File: src/rtl/vend_pkg.sv
// vend_pkg: shared encodings for the vending controller -- state enum,
// coin_code / disp_coin encodings, coin values and sel_error codes.
package vend_pkg;

    typedef enum logic [2:0] {
        IDLE,
        CREDIT,
        LOOKUP,
        VEND,
        CHANGE
    } state_t;

    typedef enum logic [2:0] {
        COIN_NICKEL  = 3'd0,
        COIN_DIME    = 3'd1,
        COIN_QUARTER = 3'd2,
        COIN_FIFTY   = 3'd3,
        COIN_DOLLAR  = 3'd4,
        COIN_FIVE    = 3'd5
    } coin_code_t;

    typedef enum logic [1:0] {
        DISP_NICKEL,
        DISP_DIME,
        DISP_QUARTER,
        DISP_DOLLAR
    } disp_coin_t;

    typedef enum logic [1:0] {
        SEL_NONE,
        SEL_SOLD_OUT,
        SEL_INSUFFICIENT,
        SEL_INVALID
    } sel_error_t;

    localparam logic [9:0] VAL_NICKEL  = 10'd5;
    localparam logic [9:0] VAL_DIME    = 10'd10;
    localparam logic [9:0] VAL_QUARTER = 10'd25;
    localparam logic [9:0] VAL_FIFTY   = 10'd50;
    localparam logic [9:0] VAL_DOLLAR  = 10'd100;
    localparam logic [9:0] VAL_FIVE    = 10'd500;

    // Highest valid item index (C3).
    localparam logic [3:0] LAST_ITEM = 4'd8;

    function automatic logic coinIsValid(input logic [2:0] code);
        return code <= COIN_FIVE;
    endfunction

    // Cents for an inserted coin/bill; codes 6 and 7 carry no value.
    function automatic logic [9:0] coinValue(input logic [2:0] code);
        case (code)
            COIN_NICKEL:  return VAL_NICKEL;
            COIN_DIME:    return VAL_DIME;
            COIN_QUARTER: return VAL_QUARTER;
            COIN_FIFTY:   return VAL_FIFTY;
            COIN_DOLLAR:  return VAL_DOLLAR;
            COIN_FIVE:    return VAL_FIVE;
            default:      return 10'd0;
        endcase
    endfunction

    // Cents for a coin paid out by the change dispenser.
    function automatic logic [9:0] dispValue(input disp_coin_t coin);
        case (coin)
            DISP_NICKEL:  return VAL_NICKEL;
            DISP_DIME:    return VAL_DIME;
            DISP_QUARTER: return VAL_QUARTER;
            default:      return VAL_DOLLAR;
        endcase
    endfunction

endpackage

File: src/rtl/change_unit.sv
// change_unit: holds the change still owed and pays it out greedily
// (100, 25, 10, 5) one coin per disp_valid/disp_ready handshake.
// load latches the amount, start begins paying, done flags completion.
module change_unit
    import vend_pkg::*;
#(
    parameter int CW = 10
) (
    input  logic          clk,
    input  logic          cancelReset,
    input  logic          load,
    input  logic [CW-1:0] loadValue,
    input  logic          start,
    input  logic          disp_ready,
    output logic          disp_valid,
    output logic [1:0]    disp_coin,
    output logic [CW-1:0] remaining,
    output logic          done
);

    disp_coin_t coinSel;
    logic       active;

    function automatic disp_coin_t pickCoin(input logic [CW-1:0] amt);
        if (amt >= CW'(VAL_DOLLAR))       return DISP_DOLLAR;
        else if (amt >= CW'(VAL_QUARTER)) return DISP_QUARTER;
        else if (amt >= CW'(VAL_DIME))    return DISP_DIME;
        else                              return DISP_NICKEL;
    endfunction

    assign disp_coin = coinSel;
    assign done      = active && !disp_valid && (remaining == '0);

    // Payout loop: present a coin, hold it until accepted, subtract, repeat.
    always_ff @(posedge clk or posedge cancelReset) begin
        if (cancelReset) begin
            remaining  <= '0;
            active     <= 1'b0;
            disp_valid <= 1'b0;
            coinSel    <= DISP_NICKEL;
        end else begin
            if (load) begin
                remaining <= loadValue;
            end
            if (start) begin
                active <= 1'b1;
            end else if (disp_valid) begin
                if (disp_ready) begin
                    remaining  <= remaining - CW'(dispValue(coinSel));
                    disp_valid <= 1'b0;
                end
            end else if (active) begin
                if (remaining == '0) begin
                    active <= 1'b0;
                end else if (remaining < CW'(VAL_NICKEL)) begin
                    // A residue below the smallest coin cannot be paid; drop it.
                    remaining <= '0;
                end else begin
                    disp_valid <= 1'b1;
                    coinSel    <= pickCoin(remaining);
                end
            end
        end
    end

endmodule

File: src/rtl/vend_controller.sv
// vend_controller: clocked sequencer for the 3x3 vending machine.
// Tracks credit, looks up prices, drives the vend motor handshake and hands
// owed change to change_unit.
// Optional feature macro: PRICE_PREVIEW_EN (price preview on an idle selection).
module vend_controller
    import vend_pkg::*;
#(
    parameter int CW          = 10,
    parameter int MAX_CREDIT  = 500,
    parameter int PREVIEW_CYC = 8
) (
    input  logic          clk,
    input  logic          cancelReset,
    input  logic          coin_valid,
    input  logic [2:0]    coin_code,
    input  logic          sel_valid,
    input  logic [3:0]    sel_idx,
    input  logic          cancel_req,
    output logic [3:0]    price_idx,
    input  logic [CW-1:0] price_data,
    output logic          vend_valid,
    output logic [3:0]    vend_idx,
    input  logic          vend_done,
    output logic          disp_valid,
    output logic [1:0]    disp_coin,
    input  logic          disp_ready,
    output logic          coin_reject,
    output logic [1:0]    sel_error,
    output logic [CW-1:0] credit,
    output logic [CW-1:0] disp_value,
    output logic          busy
);

    localparam int         PW      = $clog2(PREVIEW_CYC + 1);
    localparam logic [CW:0] MAX_SUM = (CW + 1)'(MAX_CREDIT);

    state_t        state;
    logic [CW-1:0] shownValue;
    logic [CW-1:0] changeRem;
    logic [CW-1:0] changeLoadValue;
    logic          changeLoad;
    logic          changeStart;
    logic          changeDone;
    logic          inEntry;
    logic          coinOk;
    logic [CW:0]   coinSum;
    // Preview countdown; stays at zero unless the preview feature loads it.
    logic [PW-1:0] previewCnt;
`ifdef PRICE_PREVIEW_EN
    logic [CW-1:0] previewValue;
`endif

    assign inEntry = (state == IDLE) || (state == CREDIT);
    // One extra bit so an overflowing sum is still compared correctly.
    assign coinSum = {1'b0, credit} + {1'b0, CW'(coinValue(coin_code))};
    assign coinOk  = coin_valid && inEntry && !cancel_req
                     && coinIsValid(coin_code) && (coinSum <= MAX_SUM);
    assign busy    = (state == LOOKUP) || (state == VEND) || (state == CHANGE);

    // Change bookkeeping: load on refund or successful lookup, start on refund or vend_done.
    // NOTE: every variable gets a default first so no path leaves it unassigned (no latch).
    always_comb begin
        changeLoad      = 1'b0;
        changeStart     = 1'b0;
        changeLoadValue = credit;
        if (inEntry && cancel_req) begin
            changeLoad  = 1'b1;
            changeStart = 1'b1;
        end else if (state == LOOKUP && price_data != '0 && price_data <= credit
`ifdef PRICE_PREVIEW_EN
                     && credit != '0
`endif
                    ) begin
            changeLoad      = 1'b1;
            changeLoadValue = credit - price_data;
        end else if (state == VEND && vend_done) begin
            changeStart = 1'b1;
        end
    end

    change_unit #(.CW(CW)) u_change (
        .clk        (clk),
        .cancelReset(cancelReset),
        .load       (changeLoad),
        .loadValue  (changeLoadValue),
        .start      (changeStart),
        .disp_ready (disp_ready),
        .disp_valid (disp_valid),
        .disp_coin  (disp_coin),
        .remaining  (changeRem),
        .done       (changeDone)
    );

    // Main sequencer: state, credit and all registered strobe/handshake outputs.
    // NOTE: sequential state uses non-blocking assignments so every register sees pre-edge values.
    always_ff @(posedge clk or posedge cancelReset) begin
        if (cancelReset) begin
            state       <= IDLE;
            credit      <= '0;
            shownValue  <= '0;
            price_idx   <= '0;
            vend_valid  <= 1'b0;
            vend_idx    <= '0;
            coin_reject <= 1'b0;
            sel_error   <= SEL_NONE;
            previewCnt  <= '0;
`ifdef PRICE_PREVIEW_EN
            previewValue <= '0;
`endif
        end else begin
            coin_reject <= coin_valid && !coinOk;
            sel_error   <= SEL_NONE;
            if (coin_valid) begin
                previewCnt <= '0;
            end else if (previewCnt != '0) begin
                previewCnt <= previewCnt - PW'(1);
            end

            case (state)
                IDLE, CREDIT: begin
                    // cancel_req beats coin_valid beats sel_valid; losers are dropped.
                    if (cancel_req) begin
                        credit <= '0;
                        state  <= CHANGE;
                        if (sel_valid) sel_error <= SEL_INVALID;
                    end else if (coin_valid) begin
                        if (coinOk) begin
                            credit <= coinSum[CW-1:0];
                            state  <= CREDIT;
                        end
                        if (sel_valid) sel_error <= SEL_INVALID;
                    end else if (sel_valid) begin
                        if (sel_idx <= LAST_ITEM) begin
                            price_idx  <= sel_idx;
                            shownValue <= credit;
                            state      <= LOOKUP;
                        end else begin
                            sel_error <= SEL_INVALID;
                        end
                    end
                end
                LOOKUP: begin
                    if (sel_valid) sel_error <= SEL_INVALID;
`ifdef PRICE_PREVIEW_EN
                    if (credit == '0) begin
                        previewValue <= price_data;
                        previewCnt   <= PW'(PREVIEW_CYC);
                        state        <= IDLE;
                    end else
`endif
                    if (price_data == '0) begin
                        sel_error <= SEL_SOLD_OUT;
                        state     <= (credit == '0) ? IDLE : CREDIT;
                    end else if (price_data > credit) begin
                        sel_error <= SEL_INSUFFICIENT;
                        state     <= (credit == '0) ? IDLE : CREDIT;
                    end else begin
                        credit     <= '0;
                        vend_valid <= 1'b1;
                        vend_idx   <= price_idx;
                        state      <= VEND;
                    end
                end
                VEND: begin
                    if (sel_valid) sel_error <= SEL_INVALID;
                    if (vend_done) begin
                        vend_valid <= 1'b0;
                        state      <= CHANGE;
                    end
                end
                CHANGE: begin
                    if (sel_valid) sel_error <= SEL_INVALID;
                    if (changeDone) state <= IDLE;
                end
                default: state <= IDLE;
            endcase
        end
    end

    // Display mux: credit while taking money, change while paying, frozen otherwise.
    always_comb begin
        disp_value = shownValue;
        if (inEntry) begin
            disp_value = credit;
        end else if (state == CHANGE) begin
            disp_value = changeRem;
        end
`ifdef PRICE_PREVIEW_EN
        if (state == IDLE && previewCnt != '0) begin
            disp_value = previewValue;
        end
`endif
    end

endmodule

File: config.mk
export PLATFORM = sky130hd
export DESIGN_NAME = vend_controller
export DESIGN_NICKNAME = d
export VERILOG_FILES = /design/src/rtl/vend_pkg.sv /design/src/rtl/change_unit.sv /design/src/rtl/vend_controller.sv
export SDC_FILE = /design/constraint.sdc
export NUM_CORES = 1
export LEC_CHECK = 0
export CAP_MARGIN = 25
export CORE_MARGIN = 2
export CORE_UTILIZATION = 50
export DETAILED_ROUTE_END_ITERATION = 6
export PLACE_DENSITY = 0.85
export SLEW_MARGIN = 5
export SYNTH_ARGS = -nofsm -noshare
export SYNTH_HDL_FRONTEND = slang
export SYNTH_HIERARCHICAL = 1
export SYNTH_SLANG_ARGS = --single-unit
File: constraint.sdc
create_clock -name clk -period 3.37 [get_ports clk]
set_input_delay 1.011 -clock clk [delete_from_list [all_inputs] [get_ports clk]]
set_output_delay 1.011 -clock clk [all_outputs]
set_load 0.01 [all_outputs]
==> impl_results.html, run 1 <==
<!-- implementation run metrics -->
<table>
<tr><th>Metric</th><th>Value</th></tr>
<tr><th colspan="2">Outcome</th></tr>
<tr><td>Status</td><td>finished with violations</td></tr>
<tr><td>Failing checks</td><td>setup timing</td></tr>
<tr><th colspan="2">Setup path</th></tr>
<tr><td>Buffers &amp; Inverters on Critical Path</td><td>3</td></tr>
<tr><td>Arrival time of the worst setup path</td><td>3580 ps</td></tr>
<tr><td>CP top delay family</td><td>simple AND/OR/NAND/NOR gates</td></tr>
<tr><td>Type of destination of the critical path</td><td>flip-flop</td></tr>
<tr><td>Series of cell instances along the critical path</td><td>buf_8 &gt; nor2b_4 &gt; buf_6 &gt; ha_1 &gt; a211o_1 &gt; and4_4 &gt; a2111oi_4 &gt; nor2_1 &gt; and3_4 &gt; nor3_4 &gt; buf_6 &gt; mux2_4</td></tr>
<tr><td>Top cell by count, worst path</td><td>sky130_fd_sc_hd__buf_6</td></tr>
<tr><td>Critical path launch point type</td><td>input pin</td></tr>
<tr><td>RR Startpoint</td><td>credit[0]</td></tr>
<tr><td>Depth of the worst register-to-register path</td><td>10</td></tr>
<tr><td>Critical Path Max Stage Delay</td><td>370 ps</td></tr>
<tr><td>Critical path's slowest cell</td><td>sky130_fd_sc_hd__a211o_1</td></tr>
<tr><td>Critical Setup Path Class</td><td>input pin to flip-flop</td></tr>
<tr><td>Worst Path Required</td><td>3570 ps</td></tr>
<tr><th colspan="2">Clocking</th></tr>
<tr><td>Number of levels in the clock H-tree</td><td>2</td></tr>
<tr><td>Root cell of the clock tree</td><td>sky130_fd_sc_hd__clkbuf_8</td></tr>
<tr><td>Sinks on the clock net</td><td>49</td></tr>
<tr><td>Cts-stage hold buffer count</td><td>0</td></tr>
<tr><td>Clock latency of the later-clocked register in the worst-skew pair</td><td>310 ps</td></tr>
<tr><td>Post-CTS clock slew at the launch and capture registers of the worst setup and hold paths</td><td>90 ps</td></tr>
<tr><td>CTS tree</td><td>done</td></tr>
<tr><td>Clk buf depth</td><td>2</td></tr>
<tr><th colspan="2">Power and ir drop</th></tr>
<tr><td>Sequential power share</td><td>21.3%</td></tr>
<tr><td>Fraction of power spent switching nets</td><td>45.3%</td></tr>
<tr><td>Net switching component of the power</td><td>2430 uW</td></tr>
<tr><td>Highest ir drop seen on vdd</td><td>0.448 mV</td></tr>
<tr><td>Clock Power Share</td><td>7.6%</td></tr>
<tr><td>Power density over the cells</td><td>901 nW/um^2</td></tr>
<tr><th colspan="2">Drt</th></tr>
<tr><td>Initial detailed-routing violation count</td><td>283</td></tr>
<tr><td>Max layer used</td><td>met4</td></tr>
<tr><td>Wire length on met1</td><td>5470 um</td></tr>
<tr><td>Post-DR vias/cell</td><td>6.00</td></tr>
<tr><td>Overall via count from detail_route</td><td>4436</td></tr>
<tr><td>Met3 wire len</td><td>501 um</td></tr>
<tr><td>Drt pass-1 iters</td><td>5</td></tr>
<tr><td>Wire length on met2</td><td>7100 um</td></tr>
<tr><th colspan="2">Synthesis</th></tr>
<tr><td>Area figure in the yosys stat output</td><td>4180 um^2</td></tr>
<tr><td>Net count entering floorplan</td><td>556</td></tr>
<tr><td>Post-synth EDFFs</td><td>0</td></tr>
<tr><td>Top logic cell family in the synthesized netlist</td><td>AND-OR/OR-AND gates</td></tr>
<tr><td>Register area share after synthesis</td><td>29.3%</td></tr>
<tr><td>Yosys Instances</td><td>500</td></tr>
<tr><td>Synth Flop Type</td><td>sky130_fd_sc_hd__dfrtp_1</td></tr>
<tr><td>Main area contributors</td><td>sky130_fd_sc_hd__dfrtp_1, sky130_fd_sc_hd__ha_1, sky130_fd_sc_hd__mux2_2</td></tr>
<tr><td>Cell type with the highest aggregate area in the netlist</td><td>sky130_fd_sc_hd__dfrtp_1</td></tr>
<tr><td>Post-Synth AOI/OAI Area</td><td>23.3%</td></tr>
<tr><td>Post-Syn Instances</td><td>500</td></tr>
<tr><td>Number of distinct library cells after synthesis</td><td>66</td></tr>
<tr><td>Adders+Majority by Area</td><td>10.1%</td></tr>
<tr><td>Netlist area before placement</td><td>4180 um^2</td></tr>
<tr><td>Portion of synthesized cell area occupied by the leading cell type</td><td>29.3%</td></tr>
<tr><td>FF+latch count, synth</td><td>49</td></tr>
<tr><td>Async SR Flop Fraction</td><td>100%</td></tr>
<tr><th colspan="2">STA</th></tr>
<tr><td>Worst-case hold slack</td><td>497 ps</td></tr>
<tr><td>Total Neg Setup Slack</td><td>-12.9 ps</td></tr>
<tr><td>Final clock skew</td><td>8.85 ps</td></tr>
<tr><td>Hold Vio Cnt, Final</td><td>0</td></tr>
<tr><td>FMAX</td><td>296 MHz</td></tr>
<tr><td>Worst path setup slack after routing</td><td>-9.31 ps</td></tr>
<tr><td>Worst max-slew margin expressed relative to the limit</td><td>60.2%</td></tr>
<tr><td>Endpoints failing setup</td><td>3</td></tr>
<tr><td>Setup repair after global routing missed its margin</td><td>yes</td></tr>
<tr><td>Ratio of final minimum period to clock period</td><td>100%</td></tr>
<tr><th colspan="2">Die</th></tr>
<tr><td>Number of core rows</td><td>33</td></tr>
<tr><td>Die Wd</td><td>95.5 um</td></tr>
<tr><td>Tap cell count</td><td>105</td></tr>
<tr><td>Core Density at Floorplan</td><td>51.2%</td></tr>
<tr><td>Number of ports placed on the die boundary</td><td>60</td></tr>
<tr><td>Die Height</td><td>95.5 um</td></tr>
<tr><td>Overall die area</td><td>9110 um^2</td></tr>
<tr><th colspan="2">Layout</th></tr>
<tr><td>Total of clock buffers placed in the layout</td><td>7</td></tr>
<tr><td>Antenna diode count</td><td>0</td></tr>
<tr><td>Area used by sequential logic in the layout</td><td>1230 um^2</td></tr>
<tr><td>Fillers</td><td>566</td></tr>
<tr><td>Seq cells</td><td>49</td></tr>
<tr><td>Most used logic cell in the final layout</td><td>sky130_fd_sc_hd__buf_4</td></tr>
<tr><td>Proportion of cell area occupied by multi-input gates</td><td>52.1%</td></tr>
<tr><td>Top cells excl fill/tap</td><td>sky130_fd_sc_hd__buf_4, sky130_fd_sc_hd__nor2_1, sky130_fd_sc_hd__dfrtp_1</td></tr>
<tr><td>Multi-In Gates</td><td>398</td></tr>
<tr><td>Post-layout nets</td><td>689</td></tr>
<tr><td>Clock network share of area</td><td>1.77%</td></tr>
<tr><th colspan="2">Flow run</th></tr>
<tr><td>Number of violations of the max-capacitance limit</td><td>0</td></tr>
<tr><th colspan="2">Hold path</th></tr>
<tr><td>Worst hold start</td><td>shownValue[4]</td></tr>
<tr><td>Hold path endpoint</td><td>shownValue[4]</td></tr>
<tr><th colspan="2">Place</th></tr>
<tr><td># port buffers</td><td>59</td></tr>
<tr><td>Final GP Congestion</td><td>0.964</td></tr>
<tr><th colspan="2">Global route</th></tr>
<tr><td>Maximum number of pins on one net before global-route repair</td><td>36</td></tr>
<tr><td>Leftover overflow at the end of global routing</td><td>0</td></tr>
<tr><td>Vias in the first global route</td><td>4305</td></tr>
<tr><td>Global-route wire length before repair</td><td>20300 um</td></tr>
<tr><td>Initial antenna violation count</td><td>0</td></tr>
</table>
==> run 1: flip-flops by register name, indices dropped and copies added (netlist names) <==
signal               flops
vend_valid               1
u_change/active          1
state                    3
u_change/disp_valid      1
price_idx                4
shownValue              10
vend_idx                 4
u_change/remaining      10
sel_error                2
credit                  10
u_change/disp_coin       2
coin_reject              1
==> run 1: stage by stage <==
| step | power (uW) | worst slack, ps | std cells |
|---|---|---|---|
| floorplan | 3200 | -215 | 500 |
| global placement | 4380 | -762 | 717 |
| detailed placement | 4500 | -825 | 717 |
| CTS | 5070 | -111 | 736 |
| global route | 5740 | -66.6 | 739 |
| finish | 5370 | -9.31 | 739 |
==> run 1: cell families (layout without fill, tap and decap cells) <==
group / Yosys count / in the layout
and+or+nand+nor: 176 / 176
AOI/OAI and AO/OA: 143 / 143
buffers and inverters: 53 / 187
DFF: 49 / 49
muxes: 34 / 34
adders and majority gates: 32 / 32
xor gates and xnor gates: 13 / 13
==> run 1: how the worst max path moves through the flow <==
stage | startpoint | to | cells after the start
global placement | coin_code[2] | credit[0] | 12
floorplan | coin_code[0] | credit[0] | 10
global route | coin_code[0] | credit[1] | 12
CTS | coin_code[0] | credit[1] | 13
detailed placement | coin_code[2] | credit[1] | 13
finish | coin_code[0] | credit[1] | 12
==> run 1: synth_stat cells, types with 2 or more instances <==
cell,count
sky130_fd_sc_hd__nor2_1,63
sky130_fd_sc_hd__dfrtp_1,49
sky130_fd_sc_hd__nand2_1,36
sky130_fd_sc_hd__a21oi_1,34
sky130_fd_sc_hd__inv_1,34
sky130_fd_sc_hd__o21ai_0,31
sky130_fd_sc_hd__ha_1,29
sky130_fd_sc_hd__mux2_2,26
sky130_fd_sc_hd__a211oi_1,12
sky130_fd_sc_hd__clkbuf_1,12
sky130_fd_sc_hd__nand3_1,12
sky130_fd_sc_hd__nor3_1,11
sky130_fd_sc_hd__o22ai_1,11
sky130_fd_sc_hd__nand2b_1,9
sky130_fd_sc_hd__nor2b_1,9
sky130_fd_sc_hd__mux2i_1,8
sky130_fd_sc_hd__o21a_1,7
sky130_fd_sc_hd__or3_1,7
sky130_fd_sc_hd__xnor2_1,7
sky130_fd_sc_hd__a21o_1,6
sky130_fd_sc_hd__xor2_1,6
sky130_fd_sc_hd__and3_1,4
sky130_fd_sc_hd__nand4_1,4
sky130_fd_sc_hd__nor4_1,4
sky130_fd_sc_hd__o211ai_1,4
sky130_fd_sc_hd__o21bai_1,4
sky130_fd_sc_hd__o311ai_0,4
sky130_fd_sc_hd__a211o_1,3
sky130_fd_sc_hd__buf_2,3
sky130_fd_sc_hd__fa_1,3
sky130_fd_sc_hd__nand3b_1,3
sky130_fd_sc_hd__o31ai_1,3
sky130_fd_sc_hd__or2_2,3
sky130_fd_sc_hd__a2111oi_2,2
sky130_fd_sc_hd__and2_1,2
sky130_fd_sc_hd__and2b_1,2
sky130_fd_sc_hd__buf_1,2
sky130_fd_sc_hd__nor3_4,2
sky130_fd_sc_hd__o32ai_1,2
==> run 1: what timing repair did <==
item | in CTS | in global routing
pin swaps | 13 | 31
buffers inserted | 10 | 5
endpoints found under the setup margin | 21 | 20
resized | 48 | 52
gates cloned | 1 | 0
Run 1, track usage over the die:
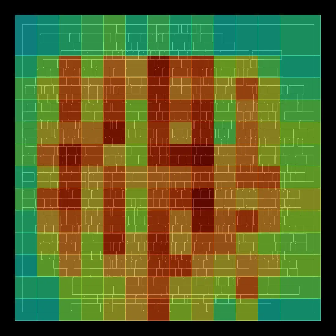
overall fraction of global-route tracks in use: 28.4%
utilization of the core after routing: 72.8%
layer carrying the most global-route usage: met2
global-route track usage on met1: 34.6%
routing usage on met2: 52.9%

Run 1, the metal 3 layer:
(4 px per um)
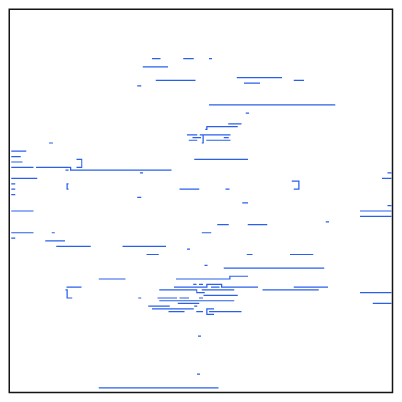
nets with wire on the layer = 72
longest straight run = 31.3 um
final WL: 13400 um
GR Util met3: 2.13%

Run 1, cell classes on the final placement:
(4 px per um) Fill, decap, tap and diode cells in gray.
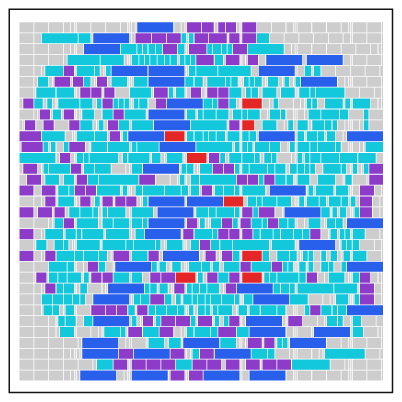
all other logic -> cyan  # cells 433
clock drivers and dummy loads -> red  # cells 8
other buffers and delay cells -> purple  # cells 144
flip-flops -> blue  # cells 49
flop share of the area: 20.6%
placeable core region: 8180 um^2

Run 1, drive-strength map:
(4 px per um)
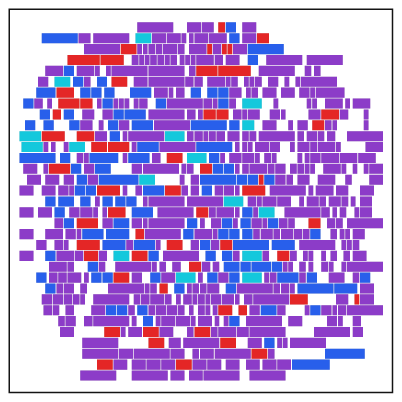
drive 2 -> red  # cells 56, share 8.8%
drive 3 to 4 -> blue  # cells 113, share 18%
drive 1 or less -> purple  # cells 449, share 71%
drive 6 and up -> cyan  # cells 16, share 2.5%
non-clock buffer total of the final layout: 144
Area Overhead vs Synth: 42.4%
worst path setup slack after routing: -9.31 ps
final standard cell area without fillers: 5950 um^2

--- run 2 (diff from run 1) ---
--- a/config.mk
+++ b/config.mk
@@ -5,11 +5,11 @@
 export SDC_FILE = /design/constraint.sdc
 export NUM_CORES = 1
 export LEC_CHECK = 0
-export CAP_MARGIN = 25
 export CORE_MARGIN = 2
 export CORE_UTILIZATION = 50
 export DETAILED_ROUTE_END_ITERATION = 6
 export PLACE_DENSITY = 0.85
+export SKIP_LAST_GASP = 1
 export SLEW_MARGIN = 5
 export SYNTH_ARGS = -nofsm -noshare
 export SYNTH_HDL_FRONTEND = slang
Run 2, cell classes on the final placement:
(4 px per um) Fill, decap, tap and diode cells in gray.
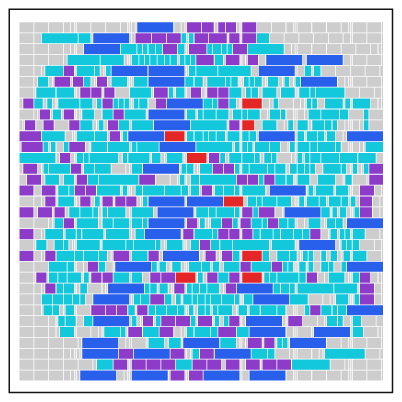
all other logic -> cyan  # cells 433
clock drivers and dummy loads -> red  # cells 8
flip-flops -> blue  # cells 49
other buffers and delay cells -> purple  # cells 144
number of core rows: 33

Run 2, the metal 3 layer:
(4 px per um)
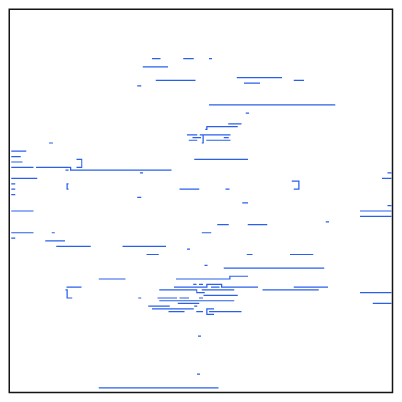
longest straight run = 31.3 um
share of all routed wire = 3.7%
main direction = horizontal
overall via count from detail_route: 4436

==> run 2 against run 1 <==
The flow still finishes with violations (setup timing). Critical path type unchanged. Total power is the same. Critical endpoint unchanged. Combinational power is essentially flat. Count of clock-buffer cells in the layout is the same. Die size is the same. Design area is the same. Global-route usage is the same.
==> impl_results.html, run 2 <==
<!-- implementation run metrics -->
<table>
<tr><th>Metric</th><th>Value</th></tr>
<tr><th colspan="2">STA</th></tr>
<tr><td>Final clock skew</td><td>8.85 ps (unchanged)</td></tr>
<tr><td>Endpoints failing setup</td><td>3 (unchanged)</td></tr>
<tr><td>Worst max-slew margin expressed relative to the limit</td><td>60.2% (unchanged)</td></tr>
<tr><td>Worst path setup slack after routing</td><td>-9.31 ps (unchanged)</td></tr>
<tr><td>Ratio of final minimum period to clock period</td><td>100% (unchanged)</td></tr>
<tr><td>FMAX</td><td>296 MHz (unchanged)</td></tr>
<tr><td>Final Max Tran Viols</td><td>0 (unchanged)</td></tr>
<tr><td>Hold Vio Cnt, Final</td><td>0 (unchanged)</td></tr>
<tr><td>Pin slew with the least headroom to its limit</td><td>596 ps (unchanged)</td></tr>
<tr><td>Worst-case hold slack</td><td>497 ps (unchanged)</td></tr>
<tr><td>Setup repair after global routing missed its margin</td><td>yes (unchanged)</td></tr>
<tr><td>Post-layout minimum cycle time</td><td>3380 ps (unchanged)</td></tr>
<tr><th colspan="2">Synthesis</th></tr>
<tr><td>Leading cell type by number of instances after synthesis</td><td>sky130_fd_sc_hd__nor2_1 (unchanged)</td></tr>
<tr><td>Average instance area after synthesis</td><td>8.37 um^2 (unchanged)</td></tr>
<tr><td>Netlist area before placement</td><td>4180 um^2 (unchanged)</td></tr>
<tr><td>Post-synth EDFFs</td><td>0 (unchanged)</td></tr>
<tr><td>Async SR Flop Fraction</td><td>100% (unchanged)</td></tr>
<tr><td>Synth Flop Type</td><td>sky130_fd_sc_hd__dfrtp_1 (unchanged)</td></tr>
<tr><td>Post-Syn Instances</td><td>500 (unchanged)</td></tr>
<tr><td>Main area contributors</td><td>sky130_fd_sc_hd__dfrtp_1, sky130_fd_sc_hd__ha_1, sky130_fd_sc_hd__mux2_2 (unchanged)</td></tr>
<tr><td>Number of distinct library cells after synthesis</td><td>66 (unchanged)</td></tr>
<tr><td>Portion of synthesized cell area occupied by the leading cell type</td><td>29.3% (unchanged)</td></tr>
<tr><td>Area figure in the yosys stat output</td><td>4180 um^2 (unchanged)</td></tr>
<tr><td>Tally of yosys warning messages</td><td>6 (unchanged)</td></tr>
<tr><td>Yosys Instances</td><td>500 (unchanged)</td></tr>
<tr><td>FF+latch count, synth</td><td>49 (unchanged)</td></tr>
<tr><td>Post-synth top cells</td><td>sky130_fd_sc_hd__nor2_1, sky130_fd_sc_hd__dfrtp_1, sky130_fd_sc_hd__nand2_1 (unchanged)</td></tr>
<tr><td>Register area share after synthesis</td><td>29.3% (unchanged)</td></tr>
<tr><td>Net count entering floorplan</td><td>556 (unchanged)</td></tr>
<tr><td>Cell type with the highest aggregate area in the netlist</td><td>sky130_fd_sc_hd__dfrtp_1 (unchanged)</td></tr>
<tr><th colspan="2">Clocking</th></tr>
<tr><td>Post-CTS clock slew at the launch and capture registers of the worst setup and hold paths</td><td>90 ps (about the same)</td></tr>
<tr><td>Inserted Clock Buffers</td><td>5 (unchanged)</td></tr>
<tr><td>Sinks on the clock net</td><td>49 (unchanged)</td></tr>
<tr><td>Clk buf depth</td><td>2 (unchanged)</td></tr>
<tr><td>CTS tree</td><td>done (unchanged)</td></tr>
<tr><td>Clock latency of the later-clocked register in the worst-skew pair</td><td>310 ps (about the same)</td></tr>
<tr><td>Number of levels in the clock H-tree</td><td>2 (unchanged)</td></tr>
<tr><td>Cts-stage hold buffer count</td><td>0 (unchanged)</td></tr>
<tr><td>Root cell of the clock tree</td><td>sky130_fd_sc_hd__clkbuf_8 (unchanged)</td></tr>
<tr><th colspan="2">Die</th></tr>
<tr><td>Overall die area</td><td>9110 um^2 (unchanged)</td></tr>
<tr><td>Die Wd</td><td>95.5 um (unchanged)</td></tr>
<tr><td>Placeable core region</td><td>8180 um^2 (unchanged)</td></tr>
<tr><td>Die Height</td><td>95.5 um (unchanged)</td></tr>
<tr><td>Core Density at Floorplan</td><td>51.2% (unchanged)</td></tr>
<tr><td>Number of ports placed on the die boundary</td><td>60 (unchanged)</td></tr>
<tr><th colspan="2">Layout</th></tr>
<tr><td>Post-layout nets</td><td>689 (unchanged)</td></tr>
<tr><td>Final standard cell area without fillers</td><td>5950 um^2 (unchanged)</td></tr>
<tr><td>Fraction of layout cells with a size suffix above 1</td><td>29.2% (unchanged)</td></tr>
<tr><td>Antenna diode count</td><td>0 (unchanged)</td></tr>
<tr><td>Area Overhead vs Synth</td><td>42.4% (unchanged)</td></tr>
<tr><td>Count of placed standard cells in the final layout, fillers left out</td><td>739 (unchanged)</td></tr>
<tr><td>Utilization of the core after routing</td><td>72.8% (unchanged)</td></tr>
<tr><td>Top cells excl fill/tap</td><td>sky130_fd_sc_hd__buf_4, sky130_fd_sc_hd__nor2_1, sky130_fd_sc_hd__dfrtp_1 (unchanged)</td></tr>
<tr><td>Fillers</td><td>566 (unchanged)</td></tr>
<tr><td>Most used logic cell in the final layout</td><td>sky130_fd_sc_hd__buf_4 (unchanged)</td></tr>
<tr><td>Regs by FF count</td><td>credit x10, shownValue x10, u_change/remaining x10 (unchanged)</td></tr>
<tr><th colspan="2">Drt</th></tr>
<tr><td>Final WL</td><td>13400 um (unchanged)</td></tr>
<tr><td>Post-DR vias/cell</td><td>6.00 (unchanged)</td></tr>
<tr><td>Drt pass-1 iters</td><td>5 (unchanged)</td></tr>
<tr><td>Wire per inst</td><td>18.1 um (unchanged)</td></tr>
<tr><td>Tally of nets with antenna violations remaining after routing</td><td>0 (unchanged)</td></tr>
<tr><td>Initial detailed-routing violation count</td><td>283 (unchanged)</td></tr>
<tr><td>Residual DRC count</td><td>0 (unchanged)</td></tr>
<tr><th colspan="2">Power and ir drop</th></tr>
<tr><td>Power density over the cells</td><td>901 nW/um^2 (unchanged)</td></tr>
<tr><td>Internal power consumption</td><td>2930 uW (unchanged)</td></tr>
<tr><td>Standby leakage power</td><td>0.00273 uW (unchanged)</td></tr>
<tr><td>Logic gate share of total power</td><td>71.1% (about the same)</td></tr>
<tr><td>Fraction of power spent switching nets</td><td>45.3% (unchanged)</td></tr>
<tr><td>Net switching component of the power</td><td>2430 uW (unchanged)</td></tr>
<tr><td>Highest ir drop seen on vdd</td><td>0.448 mV (unchanged)</td></tr>
<tr><td>Clock Power Share</td><td>7.6% (about the same)</td></tr>
<tr><td>Sequential power share</td><td>21.3% (about the same)</td></tr>
<tr><th colspan="2">Outcome</th></tr>
<tr><td>Status</td><td>finished with violations (unchanged)</td></tr>
<tr><td>Failing checks</td><td>setup timing (unchanged)</td></tr>
<tr><th colspan="2">Place</th></tr>
<tr><td>Final HPWL from detailed placement</td><td>9570 um (unchanged)</td></tr>
<tr><td>Total placed cells including tap cells</td><td>717 (unchanged)</td></tr>
<tr><td>Post-Place Cell Area</td><td>5430 um^2 (unchanged)</td></tr>
<tr><td>Minimum setup slack after placement</td><td>-825 ps (unchanged)</td></tr>
<tr><td># port buffers</td><td>59 (unchanged)</td></tr>
<tr><td>Final GP Congestion</td><td>0.964 (unchanged)</td></tr>
<tr><th colspan="2">Setup path</th></tr>
<tr><td>Critical path launch point type</td><td>input pin (unchanged)</td></tr>
<tr><td>Critical Setup Path Class</td><td>input pin to flip-flop (unchanged)</td></tr>
<tr><td>Worst-path fanout max</td><td>5 (unchanged)</td></tr>
<tr><td>Worst Path Required</td><td>3570 ps (about the same)</td></tr>
<tr><td>Arrival time of the worst setup path</td><td>3580 ps (about the same)</td></tr>
<tr><td>Type of destination of the critical path</td><td>flip-flop (unchanged)</td></tr>
<tr><th colspan="2">Global route</th></tr>
<tr><td>Initial antenna violation count</td><td>0 (unchanged)</td></tr>
<tr><td>Leftover overflow at the end of global routing</td><td>0 (unchanged)</td></tr>
<tr><td>Vias in the first global route</td><td>4305 (unchanged)</td></tr>
<tr><td>Maximum number of pins on one net before global-route repair</td><td>36 (unchanged)</td></tr>
<tr><td>Overall fraction of global-route tracks in use</td><td>28.4% (unchanged)</td></tr>
<tr><td>Global-route wire length before repair</td><td>20300 um (unchanged)</td></tr>
<tr><th colspan="2">Flow run</th></tr>
<tr><td>Number of violations of the max-capacitance limit</td><td>0 (unchanged)</td></tr>
<tr><td>Total number of warnings across the stage logs</td><td>31 (unchanged)</td></tr>
<tr><th colspan="2">Hold path</th></tr>
<tr><td>Class of the most critical hold timing path</td><td>flip-flop to flip-flop (unchanged)</td></tr>
</table>
Run 2, drive-strength map:
(4 px per um)
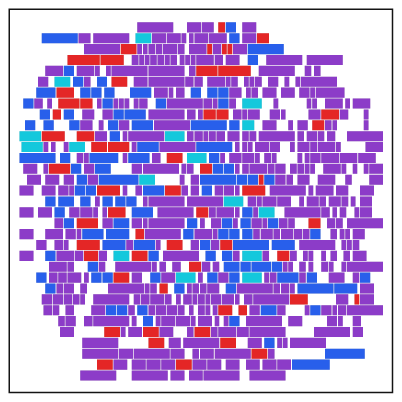
drive 3 to 4 -> blue  # cells 113, share 18%
drive 1 or less -> purple  # cells 449, share 71%
drive 2 -> red  # cells 56, share 8.8%
drive 6 and up -> cyan  # cells 16, share 2.5%

==> run 2: cell counts after synthesis <==
Identical to the previous run, type by type.
==> run 2: worst paths after layout <==
check                                    from               endpoint  slack, ps  depth (start not counted)
worst max-delay path             coin_code[0]              credit[1]         -9                         12
worst min register to register  shownValue[4]          shownValue[4]        500                          2
min in group asynchronous         cancelReset  u_change/remaining[9]       1080                          2
max in group asynchronous         cancelReset  u_change/remaining[2]       1890                          2
worst max register to register      credit[0]              credit[1]        340                         10
worst min-delay path            shownValue[4]          shownValue[4]        500                          2
==> run 2: cells by family after synthesis <==
family                   Yosys count  synth area share (%)
buffers and inverters             53                  5.03
XOR/XNOR                          13                  2.72
AND/OR/NAND/NOR                  176                  20.6
AND-OR/OR-AND                    143                  23.3
flip-flops                        49                  29.3
adder cells (fa/ha/maj)           32                  10.1
multiplexers                      34                  8.91
==> run 2: timing repair <==
| action | CTS | global route |
|---|---|---|
| resized | 48 | 52 |
| setup buffers | 10 | 5 |
| setup endpoints to repair | 21 | 20 |
| pin swaps | 13 | 31 |
| hold endpoints to repair | 0 | 0 |
| gates cloned | 1 | 0 |
==> run 2: critical path, cell delays in order <==
cell and delay (ps):
sky130_fd_sc_hd__buf_8 110, sky130_fd_sc_hd__nor2b_4 120, sky130_fd_sc_hd__buf_6 110, sky130_fd_sc_hd__ha_1 290
sky130_fd_sc_hd__a211o_1 370, sky130_fd_sc_hd__and4_4 230, sky130_fd_sc_hd__a2111oi_4 360, sky130_fd_sc_hd__nor2_1 90
sky130_fd_sc_hd__and3_4 170, sky130_fd_sc_hd__nor3_4 240, sky130_fd_sc_hd__buf_6 170, sky130_fd_sc_hd__mux2_4 310
==> run 2: stage by stage <==
step	TNS [ps]	power, uW
floorplan	-1880	3200
global placement	-12460	4380
detailed placement	-14130	4500
CTS	-895	5070
global route	-533	5740
finish	-12.9	5370
==> run 2: cell type report <==
type,count,area (um^2),area share (%)
clock buffers,7,96.3,1.62
clock inverters,1,8.76,0.147
inverters,35,131,2.21
multi-input cells,398,3100,52.1
flip-flops and latches,49,1230,20.6
well taps,105,131,2.21
repair buffers,144,1260,21.2
==> run 2: power by group through the flow <==
stage          combinational (uW)  sequential [uW]  clock, uW
2_1_floorplan                2120             1070          0
4_1_cts                      3540             1120        405
3_3_place_gp                 3270             1120          0
6_report                     3810             1150        407
3_5_place_dp                 3370             1130          0
5_1_grt                      4130             1180        430
==> run 2: layer usage <==
metal | wire length [um] | vias to the layer above | GRT usage (%)
met2 | 7100 | 145 | 52.9
met5 | 0 | - | 0
met3 | 501 | 31 | 2.13
met1 | 5470 | 2180 | 34.6
met4 | 331 | 0 | 8.69
li1 | - | 2080 | -
Power and IR drop assume default switching activity.
